File: src/rtl/md_pkg.sv
// Shared types for the market-data event path: event record layout, its width,
// side encoding common with cme_md_parser, and the arbiter output-register states.
package md_pkg;

  localparam int MD_EVENT_W = 130;

  localparam logic [1:0] SIDE_NONE = 2'd0;
  localparam logic [1:0] SIDE_BUY  = 2'd1;
  localparam logic [1:0] SIDE_SELL = 2'd2;
  localparam logic [1:0] SIDE_RSVD = 2'd3;

  typedef struct packed {
    logic [31:0] security_id;
    logic [63:0] price;
    logic [31:0] size;
    logic [1:0]  side;
  } md_event_t;

  typedef enum logic {
    OUT_EMPTY = 1'b0,
    OUT_HOLD  = 1'b1
  } out_state_e;

endpackage

File: src/rtl/md_event_fifo.sv
// Single-clock event FIFO. A push into a full FIFO is accepted only when the
// same cycle also pops; otherwise it is ignored (the caller counts the drop).
module md_event_fifo
  import md_pkg::*;
#(
  parameter int WIDTH = MD_EVENT_W,
  parameter int DEPTH = 4
) (
  input  logic                     clk,
  input  logic                     rst,
  input  logic                     push,
  input  logic                     pop,
  input  logic [WIDTH-1:0]         din,
  output logic [WIDTH-1:0]         dout,
  output logic [$clog2(DEPTH):0]   count,
  output logic                     full,
  output logic                     empty
);

  localparam int AW = $clog2(DEPTH);
  localparam logic [AW:0] FULL_CNT = (AW+1)'(DEPTH);

  logic [WIDTH-1:0] mem_q [DEPTH];
  logic [AW-1:0]    wr_ptr_q, wr_ptr_d;
  logic [AW-1:0]    rd_ptr_q, rd_ptr_d;
  logic [AW:0]      count_q, count_d;
  logic             do_push, do_pop;

  assign full  = (count_q == FULL_CNT);
  assign empty = (count_q == '0);
  assign count = count_q;
  assign dout  = mem_q[rd_ptr_q];

  always_comb begin
    do_push  = push && (!full || pop);
    do_pop   = pop && !empty;
    wr_ptr_d = do_push ? wr_ptr_q + AW'(1) : wr_ptr_q;
    rd_ptr_d = do_pop  ? rd_ptr_q + AW'(1) : rd_ptr_q;
    count_d  = count_q;
    case ({do_push, do_pop})
      2'b10:   count_d = count_q + (AW+1)'(1);
      2'b01:   count_d = count_q - (AW+1)'(1);
      default: count_d = count_q;
    endcase
  end

  always_ff @(posedge clk or negedge rst) begin
    if (!rst) begin
      wr_ptr_q <= '0;
      rd_ptr_q <= '0;
      count_q  <= '0;
    end else begin
      wr_ptr_q <= wr_ptr_d;
      rd_ptr_q <= rd_ptr_d;
      count_q  <= count_d;
    end
  end

  // Storage carries no reset; validity is tracked entirely by count_q.
  always_ff @(posedge clk) begin
    if (do_push) begin
      mem_q[wr_ptr_q] <= din;
    end
  end

endmodule

File: src/rtl/md_event_arbiter.sv
// Merges N_SRC parser event streams: per-source FIFOs, round-robin grant into a
// registered valid/ready output, and per-source saturating drop counters.
module md_event_arbiter
  import md_pkg::*;
#(
  parameter int N_SRC      = 2,
  parameter int FIFO_DEPTH = 4,
  parameter int CNT_W      = 16
) (
  input  logic                       clk,
  input  logic                       rst,
  input  logic [N_SRC*32-1:0]        in_security_id,
  input  logic [N_SRC*64-1:0]        in_price,
  input  logic [N_SRC*32-1:0]        in_size,
  input  logic [N_SRC*2-1:0]         in_side,
  input  logic [N_SRC-1:0]           in_valid,
  output logic [31:0]                out_security_id,
  output logic [63:0]                out_price,
  output logic [31:0]                out_size,
  output logic [1:0]                 out_side,
  output logic [$clog2(N_SRC)-1:0]   out_src,
  output logic                       out_valid,
  input  logic                       out_ready,
  output logic [N_SRC*CNT_W-1:0]     drop_cnt,
  output logic [N_SRC-1:0]           overflow
);

  localparam int SRC_W = $clog2(N_SRC);
  localparam int CW    = $clog2(FIFO_DEPTH) + 1;
  localparam logic [CW-1:0] CNT_FULL = CW'(FIFO_DEPTH);

  function automatic logic [CNT_W-1:0] sat_inc(input logic [CNT_W-1:0] v);
    return (&v) ? v : v + CNT_W'(1);
  endfunction

  md_event_t      in_evt    [N_SRC];
  md_event_t      fifo_dout [N_SRC];
  logic [CW-1:0]  fifo_cnt  [N_SRC];
  logic [N_SRC-1:0] fifo_full, fifo_empty, fifo_pop;

  out_state_e       state_q, state_d;
  md_event_t        out_evt_q, out_evt_d;
  logic [SRC_W-1:0] out_src_q, out_src_d;
  logic [SRC_W-1:0] rr_ptr_q, rr_ptr_d;
  logic [N_SRC*CNT_W-1:0] drop_cnt_q, drop_cnt_d;
  logic [N_SRC-1:0] overflow_q, overflow_d;

  logic             load;
  logic             gnt_found;
  logic [SRC_W-1:0] gnt_idx;
  logic [SRC_W-1:0] cand;

  for (genvar i = 0; i < N_SRC; i++) begin : g_src
    assign in_evt[i] = '{security_id: in_security_id[i*32 +: 32],
                         price:       in_price[i*64 +: 64],
                         size:        in_size[i*32 +: 32],
                         side:        in_side[i*2 +: 2]};

    md_event_fifo #(
      .WIDTH (MD_EVENT_W),
      .DEPTH (FIFO_DEPTH)
    ) u_fifo (
      .clk   (clk),
      .rst   (rst),
      .push  (in_valid[i]),
      .pop   (fifo_pop[i]),
      .din   (in_evt[i]),
      .dout  (fifo_dout[i]),
      .count (fifo_cnt[i]),
      .full  (fifo_full[i]),
      .empty (fifo_empty[i])
    );

    a_fifo_full_cnt: assert property (@(posedge clk) disable iff (!rst)
      fifo_full[i] == (fifo_cnt[i] == CNT_FULL));
  end

  // Scan offsets from farthest to nearest so the nearest non-empty source after
  // the pointer is the one left in gnt_idx.
  always_comb begin
    gnt_found = 1'b0;
    gnt_idx   = '0;
    cand      = '0;
    for (int k = N_SRC; k >= 1; k--) begin
      cand = SRC_W'((int'(rr_ptr_q) + k) % N_SRC);
      if (!fifo_empty[cand]) begin
        gnt_found = 1'b1;
        gnt_idx   = cand;
      end
    end
  end

  always_comb begin
    state_d   = state_q;
    out_evt_d = out_evt_q;
    out_src_d = out_src_q;
    rr_ptr_d  = rr_ptr_q;
    fifo_pop  = '0;
    load      = (state_q == OUT_EMPTY) || out_ready;
    if (load) begin
      if (gnt_found) begin
        state_d           = OUT_HOLD;
        out_evt_d         = fifo_dout[gnt_idx];
        out_src_d         = gnt_idx;
        rr_ptr_d          = gnt_idx;
        fifo_pop[gnt_idx] = 1'b1;
      end else begin
        state_d = OUT_EMPTY;
      end
    end
  end

  // A strobe into a full FIFO survives only if that FIFO is popped this cycle.
  always_comb begin
    drop_cnt_d = drop_cnt_q;
    overflow_d = overflow_q;
    for (int i = 0; i < N_SRC; i++) begin
      if (in_valid[i] && fifo_full[i] && !fifo_pop[i]) begin
        drop_cnt_d[i*CNT_W +: CNT_W] = sat_inc(drop_cnt_q[i*CNT_W +: CNT_W]);
        overflow_d[i]                = 1'b1;
      end
    end
  end

  always_ff @(posedge clk or negedge rst) begin
    if (!rst) begin
      state_q    <= OUT_EMPTY;
      out_evt_q  <= '0;
      out_src_q  <= '0;
      rr_ptr_q   <= SRC_W'(N_SRC - 1);
      drop_cnt_q <= '0;
      overflow_q <= '0;
    end else begin
      state_q    <= state_d;
      out_evt_q  <= out_evt_d;
      out_src_q  <= out_src_d;
      rr_ptr_q   <= rr_ptr_d;
      drop_cnt_q <= drop_cnt_d;
      overflow_q <= overflow_d;
    end
  end

  assign out_valid       = (state_q == OUT_HOLD);
  assign out_security_id = out_evt_q.security_id;
  assign out_price       = out_evt_q.price;
  assign out_size        = out_evt_q.size;
  assign out_side        = out_evt_q.side;
  assign out_src         = out_src_q;
  assign drop_cnt        = drop_cnt_q;
  assign overflow        = overflow_q;

endmodule

File: config.mk
export PLATFORM = sky130hd
export DESIGN_NAME = md_event_arbiter
export DESIGN_NICKNAME = d
export VERILOG_FILES = /design/src/rtl/md_pkg.sv /design/src/rtl/md_event_fifo.sv /design/src/rtl/md_event_arbiter.sv
export SDC_FILE = /design/constraint.sdc
export NUM_CORES = 1
export LEC_CHECK = 0
export ABC_CLOCK_PERIOD_IN_PS = 4400
export CAP_MARGIN = 20
export CELL_PAD_IN_SITES_DETAIL_PLACEMENT = 0
export CELL_PAD_IN_SITES_GLOBAL_PLACEMENT = 1
export CORE_UTILIZATION = 45
export DETAILED_ROUTE_END_ITERATION = 8
export PLACE_DENSITY = 0.72
export SLEW_MARGIN = 20
export SYNTH_ARGS = -nofsm -noshare
export SYNTH_HDL_FRONTEND = slang
export SYNTH_SLANG_ARGS = --single-unit
File: constraint.sdc
create_clock -name clk -period 4.4 [get_ports clk]
set_input_delay 0.88 -clock clk [delete_from_list [all_inputs] [get_ports clk]]
set_output_delay 0.88 -clock clk [all_outputs]
set_load 0.03 [all_outputs]
==> COMMIT_EDITMSG <==
Log flow metrics for this revision

* Avg Inst Size Synth: 21.0 um2
* Worst relative slew slack: 30.5%
- Switching Fraction: 30.9%
* Outcome: complete, no violations
- Largest power group: sequential cells
- Power share of the clock group: 26.6%
* Number of antenna repair diodes: 12
* Number of max-cap violations: 0
* Yosys Instances: 2172
- Flip-flop count of the largest register, all copies and words added: 1040
* Clk slew on worst S/H paths: 0.06 ns
* Share of the yosys chip area belonging to registers: 78.6%
- In this run, synthesis inferred 1040 flip-flops with an integrated enable.
* Net load switching power: 11.8 mW
- Per the synthesis report, the single largest cell type by area occupies 68.6% of cell area.
* Placed wire-length estimate after detailed placement: 66200 um
- For this design the static power due to leakage is 19.1 nW.
- Per the synthesis report, the adder-cell share of the synthesized area is 0.418%.
* Wire length on met1: 43600 um
- Sequential power for this build is 16.8 mW.
- Clock buffer instance count of the final layout: 167
- Combinational logic burns 29.4% of the power.
* Inverters: 13
- The min-delay analysis places its worst path in the category input pin to async pin.
- There are 1221 flip-flops and latches.
- The most common logic cells in the final layout are sky130_fd_sc_hd__edfxtp_1, sky130_fd_sc_hd__clkdlybuf4s50_1, sky130_fd_sc_hd__nand2_1.
- CTS HTree Levels: 3
- Layout buffering overhead excluding clock cells: 9.02%
- Sequential cells make up 64.3% of the cell area.
- Number of buffers inserted by post-CTS setup repair: 0
- Via count normalized by instance count: 5.59
- From synthesis to final layout, the design area changed by 22.3%.
- Counting distinct cell types in the post-synthesis netlist gives 50.
* Time the final worst path needs with I/O delays and setup: 2.79 ns
- Number of DRC violations after detailed routing: 0
- Yosys-reported design area after synthesis: 45500 um2
- TritonCTS created 118 clock buffers.
- The OpenROAD report gives the critical path a required time of 3.52 ns.
- Die span in x: 320 um
* CTS max path bufs: 3
- Dominant kind of combinational cell: multiplexers
- Fraction of final layout cells sized beyond drive strength 1: 18.6%
- Leaving out buffers and inverters, the combinational logic in the layout accounts for 9240 um2.
* Worst vdd ir: 0.362 mV
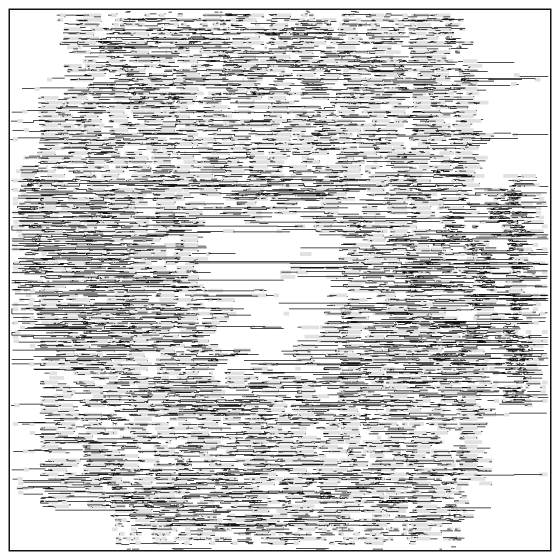
Figure 1: metal 1.
The layer carries 43.6 mm of wire. 2767 nets have wire on it. The longest straight run is 108 um. The layer holds 41% of the routed length. The wires run mostly horizontal.

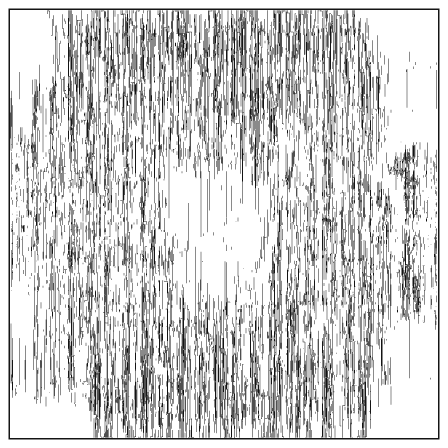
Figure 2: the metal 2 layer.
The layer carries 54.0 mm of wire. The longest straight run is 104 um.

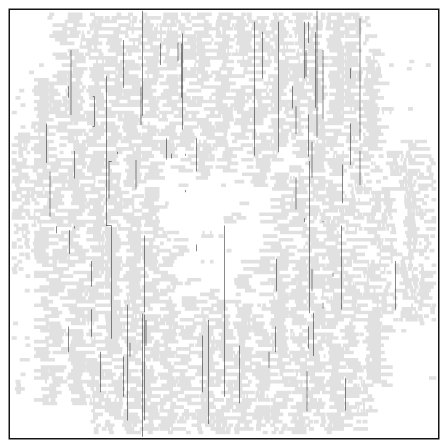
Figure 3: signal wires on met4.
The longest straight run is 128 um. 35 nets have wire on it.
overall routed net length: 108000 um
routed vias: 22.8k

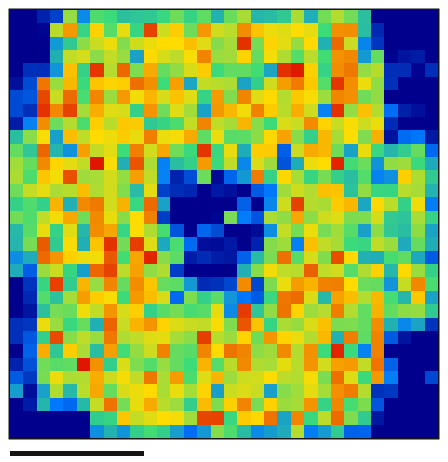
Figure 4: placement density heat map.
The bar under the picture is 100 um long. 32 x 32 tiles, from dark blue (low) to red (high), 0 to 100% covered.
The fullest tile reaches 98%. 23% of the tiles are over 75% full. The emptiest ninth of the die: centre.
FP Util: 45.5%
Util after Layout: 55.6%

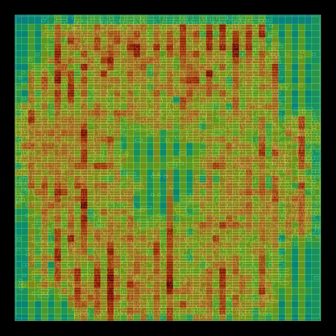
Figure 5: routing congestion map.
global-route met2 utilization: 34.8%
routing usage on met1: 28.3%
met3 global-route usage: 4.33%

Power figures rest on the tool's default switching activity, not on a simulated workload.
